**config.mk**
```make
export PLATFORM = sky130hd
export DESIGN_NAME = lfsr_run_ctrl
export DESIGN_NICKNAME = d
export VERILOG_FILES = /design/src/rtl/lfsr_run_ctrl_pkg.sv /design/src/rtl/lfsr_step_counter.sv /design/src/rtl/lfsr_run_ctrl.sv
export SDC_FILE = /design/constraint.sdc
export NUM_CORES = 1
export LEC_CHECK = 0
export CAP_MARGIN = 30
export CORE_MARGIN = 2
export CORE_UTILIZATION = 55
export CTS_BUF_LIST = sky130_fd_sc_hd__clkbuf_4 sky130_fd_sc_hd__clkbuf_8 sky130_fd_sc_hd__clkbuf_16
export DETAILED_ROUTE_END_ITERATION = 6
export DONT_BUFFER_PORTS = 1
export HOLD_SLACK_MARGIN = 0.03
export PLACE_DENSITY_LB_ADDON = 0.3
export SKIP_LAST_GASP = 1
export SYNTH_ARGS = -nofsm -noshare
export SYNTH_HDL_FRONTEND = slang
export SYNTH_HIERARCHICAL = 1
export SYNTH_SLANG_ARGS = --single-unit
```
**constraint.sdc**
```tcl
create_clock -name clk -period 2.8 [get_ports clk]
set_input_delay 0.84 -clock clk [delete_from_list [all_inputs] [get_ports clk]]
set_output_delay 0.84 -clock clk [all_outputs]
set_load 0.01 [all_outputs]
```
**src/rtl/lfsr_run_ctrl_pkg.sv**
```systemverilog
// Shared definitions for the LFSR run controller: FSM encodings, the lock-up seed value
// and the default widths.
package lfsr_run_ctrl_pkg;

  localparam int DEF_WIDTH = 4;
  localparam int DEF_CNT_W = 8;

  // An all-zero seed locks an XOR-feedback LFSR, so such jobs are rejected.
  localparam int ZERO_SEED = 0;

  typedef enum logic [1:0] {
    ST_IDLE = 2'd0,
    ST_LOAD = 2'd1,
    ST_RUN  = 2'd2,
    ST_DONE = 2'd3
  } state_t;

endpackage

```
**src/rtl/lfsr_step_counter.sv**
```systemverilog
// Step counter for the LFSR run controller: clear, count enable and a terminal flag
// that marks the last step of the job (cnt == steps - 1).
module lfsr_step_counter
  import lfsr_run_ctrl_pkg::*;
#(
  parameter int CNT_W = DEF_CNT_W
) (
  input  logic             clk,
  input  logic             reset,
  input  logic             i_clr,
  input  logic             i_en,
  input  logic [CNT_W-1:0] i_steps,
  output logic [CNT_W-1:0] o_cnt,
  output logic             o_term
);

  logic [CNT_W-1:0] r_cnt;

  always_ff @(posedge clk) begin
    if (reset || i_clr) begin
      r_cnt <= '0;
    end else if (i_en) begin
      r_cnt <= r_cnt + CNT_W'(1);
    end
  end

  assign o_cnt  = r_cnt;
  assign o_term = (r_cnt == i_steps - CNT_W'(1));

endmodule

```
**src/rtl/lfsr_run_ctrl.sv**
```systemverilog
// Job sequencer that owns seed/sel of one 4-bit LFSR: load, step N times, freeze, report.
// Optional build macro LFSR_PERIOD_DETECT_EN stops a job early when the state returns to the seed.
module lfsr_run_ctrl
  import lfsr_run_ctrl_pkg::*;
#(
  parameter int WIDTH = DEF_WIDTH,
  parameter int CNT_W = DEF_CNT_W
) (
  input  logic             clk,
  input  logic             reset,
  input  logic             req_valid,
  output logic             req_ready,
  input  logic [WIDTH-1:0] req_seed,
  input  logic [CNT_W-1:0] req_steps,
  output logic [WIDTH-1:0] lfsr_seed,
  output logic             lfsr_sel,
  input  logic [WIDTH-1:0] lfsr_state,
  output logic             done_valid,
  input  logic             done_ready,
  output logic [WIDTH-1:0] done_state,
  output logic [CNT_W-1:0] done_steps,
  output logic             done_err,
  output logic             done_hit,
  output logic             busy
);

  state_t           r_state;
  state_t           w_next;
  logic [WIDTH-1:0] r_seed;
  logic [CNT_W-1:0] r_steps;
  logic             r_err;
  logic             r_hit;
  logic [CNT_W-1:0] w_cnt;
  logic             w_term;
  logic             w_accept;
  logic             w_zero;
  logic             w_hit;
  logic             w_cnt_clr;
  logic             w_cnt_en;

  assign w_accept = req_valid && (r_state == ST_IDLE);
  assign w_zero   = (req_seed == WIDTH'(ZERO_SEED));

`ifdef LFSR_PERIOD_DETECT_EN
  // Returning to the seed after at least one step means a full period has elapsed.
  assign w_hit = (r_state == ST_RUN) && (w_cnt != '0) && (lfsr_state == r_seed);
`else
  assign w_hit = 1'b0;
`endif

  lfsr_step_counter #(
    .CNT_W (CNT_W)
  ) u_cnt (
    .clk     (clk),
    .reset   (reset),
    .i_clr   (w_cnt_clr),
    .i_en    (w_cnt_en),
    .i_steps (r_steps),
    .o_cnt   (w_cnt),
    .o_term  (w_term)
  );

  always_ff @(posedge clk) begin
    if (reset) begin
      r_state <= ST_IDLE;
    end else begin
      r_state <= w_next;
    end
  end

  always_comb begin
    w_next = r_state;
    case (r_state)
      ST_IDLE: begin
        if (w_accept) begin
          w_next = w_zero ? ST_DONE : ST_LOAD;
        end
      end
      ST_LOAD: begin
        w_next = (r_steps == '0) ? ST_DONE : ST_RUN;
      end
      ST_RUN: begin
        if (w_hit || w_term) begin
          w_next = ST_DONE;
        end
      end
      ST_DONE: begin
        if (done_ready) begin
          w_next = ST_IDLE;
        end
      end
      default: w_next = ST_IDLE;
    endcase
  end

  // Outside LOAD/RUN the LFSR reloads its own state, which freezes it.
  always_comb begin
    req_ready  = (r_state == ST_IDLE);
    busy       = (r_state != ST_IDLE);
    done_valid = (r_state == ST_DONE);
    lfsr_sel   = (r_state != ST_RUN) || w_hit;
    lfsr_seed  = (r_state == ST_LOAD) ? r_seed : lfsr_state;
    w_cnt_clr  = w_accept || (r_state == ST_LOAD);
    w_cnt_en   = (r_state == ST_RUN) && !w_hit;
    done_state = ((r_state == ST_DONE) && !r_err) ? lfsr_state : '0;
    done_steps = w_cnt;
    done_err   = r_err;
    done_hit   = r_hit;
  end

  always_ff @(posedge clk) begin
    if (w_accept) begin
      r_seed  <= req_seed;
      r_steps <= req_steps;
    end
  end

  always_ff @(posedge clk) begin
    if (reset) begin
      r_err <= 1'b0;
      r_hit <= 1'b0;
    end else if (w_accept) begin
      r_err <= w_zero;
      r_hit <= 1'b0;
    end else if (w_hit) begin
      r_hit <= 1'b1;
    end else if ((r_state == ST_DONE) && done_ready) begin
      r_err <= 1'b0;
      r_hit <= 1'b0;
    end
  end

endmodule
```
==> results.tsv <==
stage	metric	value	unit
routing	ant_nets	0	
layout	ff_count	23	
routing	drc	0	
synthesis	yosys.area.top_type_share	26.9	%
floorplanning	chipArea	2850	sq um
place	place_inst	150	
synthesis	synth.distinct_cells	42	
global_routing	grt_pass1_wl	3790	microns
layout	largest_class	logic gates	
layout	inverters	7	
synthesis	ys.flops	23	
routing	drtPass1Iterations	4	
synthesis	ys_sh_aoi	8.86	%
timing	period_minus_slack	2360	ps
synthesis	yosysWarnings	6	
synthesis	async_reset_ff_share	0	%
setup_path	crit_family	multiplexers	
timing	setup_viol	0	
global_routing	grt_antenna_before_repair	0	
cts	cts_sinks	23	
floorplanning	die_y	53.4	microns
power	combPwrFrac	36.5	%
power	p_switching	0.000362	W
synthesis	syn-instance-count	126	
cts	cts_buffers	3	
cts	clkTransAtPathRegs	110	ps
setup_path	critPathCapture	lfsr_seed[1]	
layout	clk_share	1.98	%
timing	fmax	425	MHz
setup_path	setup.worst_path.start	r_state[1]	
power	top_power_group	sequential cells	
synthesis	netlist_area	1340	sq um
routing	wl_met1	1070	microns
layout	lay_top_cells	12 x edfxtp_1, 11 x dfxtp_1	
floorplanning	std_cell_rows	17	
synthesis	synth-edff-count	12	
place	dpl_cell_area	1360	sq um
layout	fillCellCount	201	
timing	final.setup.worst_slack	445	ps
worst_hold_path	holdPathStages	2	
cts	root_buffer	clkbuf_4	
synthesis	synthTopCellsByArea	edfxtp_1 27%, dfxtp_1 16%, ha_1 6.5%, xor2_1 4.6%, mux2_2 3.4%	
cts	post-cts-setup-buffer-count	0	
global_routing	use_met2	30.2	%
floorplanning	fp_util	59.5	%
power	p_leak	0.482	nW
setup_path	path_buffers	1	
layout	comb_cells	91	
timing	finClkSkew	3.52	ps
setup_path	setup.worst_path.class	flip-flop to output port	
setup_path	cp_data_required_time	1960	ps
global_routing	grt_overflow_total	0	
cts	clock_path_buffers	2	
routing	dr_wl_met3	199	microns
routing	wirelength	2450	microns
status	status	finished, final reports clean	
synthesis	synth_seq_share	43.3	%
run	log.warning_count	30	
global_routing	grt_max_degree	15	
synthesis	yosys-top-cells-count	12 x edfxtp_1, 11 x dfxtp_1	
cts	cts_tree	built	
timing	rsz0062_at_grt	false	
place	dp_hpwl	1910	microns
synthesis	synthXorXnorAreaFrac	7.84	%
routing	highest-signal-layer	met4	
routing	avgViaCountPerCell	6.02	
timing	hold_violations	0	
floorplanning	tap-cell-count	28	
synthesis	topCombFamilyByArea	simple AND/OR/NAND/NOR gates	
layout	num_antenna_cells	0	
synthesis	fa_ha_area_share	6.53	%
synthesis	ys_area	1340	sq um
global_routing	grt_pass1_vias	861	
routing	dr_wl_met2	1150	microns
layout	area_delta_synth_final	3.54	%
timing	period_used_share	84.1	%
power	powerDensity	719	nW/um^2
worst_hold_path	holdCritStartpoint	done_err	
global_routing	use_met1	22.4	%
routing	drt_iter0_markers	21	
routing	vias	927	
layout	drive_gt1_share	17.5	%
place	place_ws	567	ps
place	gp_congestion	0.865	
layout	final_nets	154	
layout	comb_area	712	sq um
timing	timing.hold.ws	562	ps
layout	layout.cells.non_filler	154	
layout	nClkBuffers	3	
worst_hold_path	hold_end	done_err	
cts	htree_num_levels	1	
global_routing	met3_usage	6.78	%
timing	tns	0	ps
power	seqPwrFrac	48.7	%
power	intPower	0.000637	W
layout	seq_area	581	sq um
setup_path	r2r-end	r_state[0]	
synthesis	ys_cells	126	
layout	sh_comb_area	51.3	%
run	drv_cap	0	
setup_path	worst_path_largest_cell_delay	410	ps
cts	cts_hold_buffers	0	
place	port_buffers	0	
setup_path	path_cells	inv_1, ha_1, mux2_2	
synthesis	synth_area_leader_cell	edfxtp_1	
synthesis	synth.avg_cell_area	10.6	sq um
setup_path	r2r-start	r_steps[3]	
setup_path	endpoint_kind	output port	
setup_path	reg2reg_depth	7	
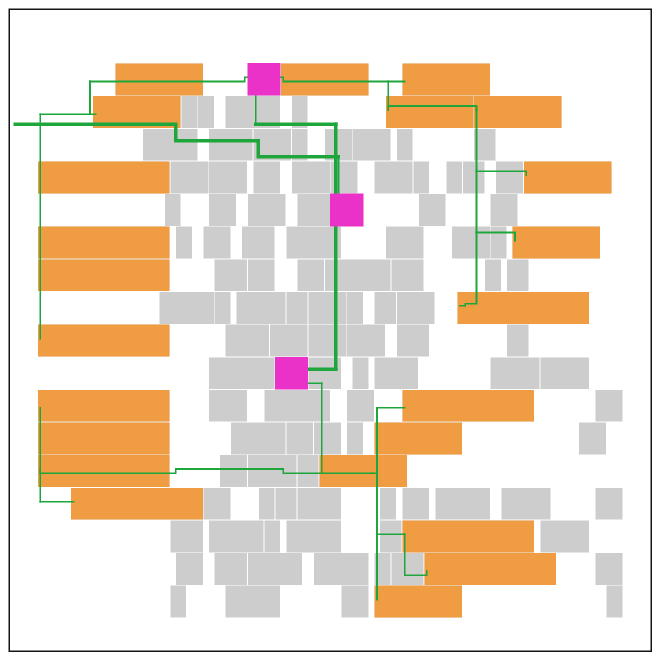
Fig. 1. Clock wires, drivers and flops.
(12 px per micron)
[clock wires] green | length: 236 microns
[flip-flops] orange | count: 23
[cells driving clock nets] magenta | count: 3
routed clock nets: 4
flops lie: widely spread
clock network fraction of total power: 14.7%
Late-Pin Clk Latency: 310 ps

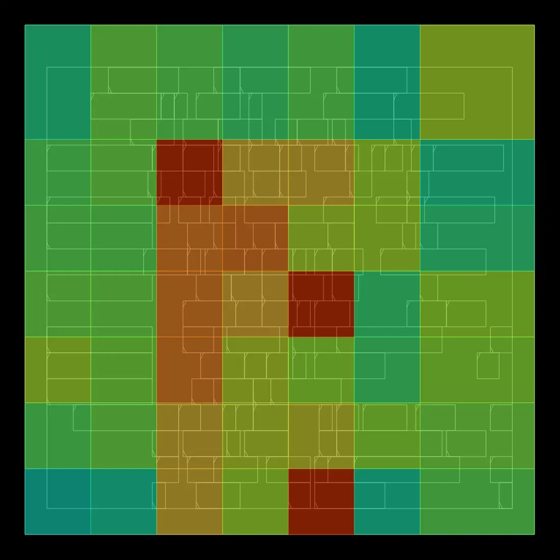
Fig. 2. Congestion heat map.
wire length per cell: 15.9 microns
Most Used Layer, Global Route: met2
Total Routing Usage GR: 18.8%

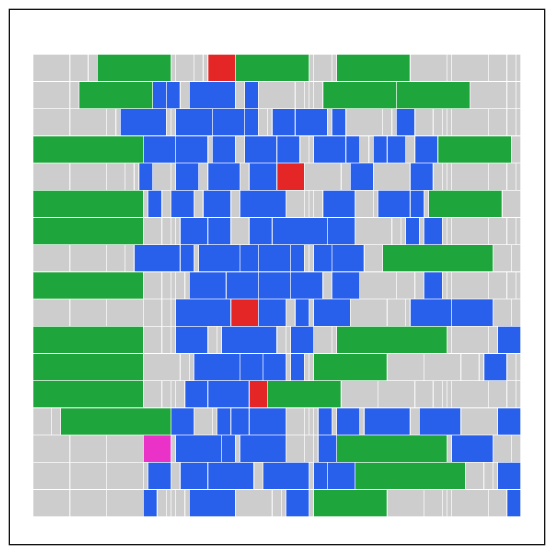
Fig. 3. Cells coloured by class.
(10 px per micron) Fill, decap, tap and diode cells in grey.
[other buffers and delay cells] magenta | cells: 1 | share of their area: 0.55%
[flip-flops] green | cells: 23 | share of their area: 43%
[clock drivers and dummy loads] red | cells: 4 | share of their area: 2.0%
[all other logic] blue | cells: 98 | share of their area: 55%
Core Area: 2250 sq um
post-layout instance area: 1390 sq um
sequential portion of the cell area: 41.8%
post-layout util: 61.6%

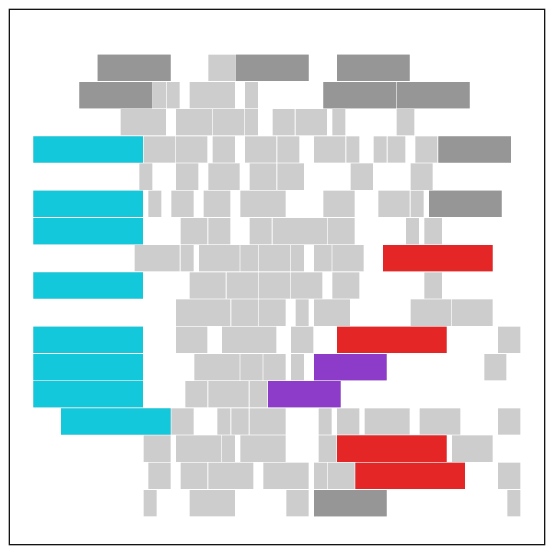
Fig. 4. Sequential cells grouped by signal name.
(10 px per micron) Other sequential cells in the stronger grey, the rest of the logic in the fainter grey.
[r_seed] red | sequential cells: 4
[r_steps] cyan | sequential cells: 8
[r_state] purple | sequential cells: 2
not coloured: 9

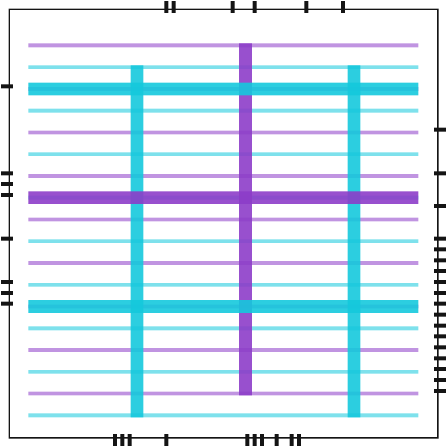
Fig. 5. Floorplan with the power grid.
(8 px per micron) Pins as bars on the die edge.
[VSS] cyan
[VDD] purple
met5 straps: 3
met4 straps: 3
met1 rails: 18
rows: 17
signal pins: 42

Power and IR drop assume default switching activity.
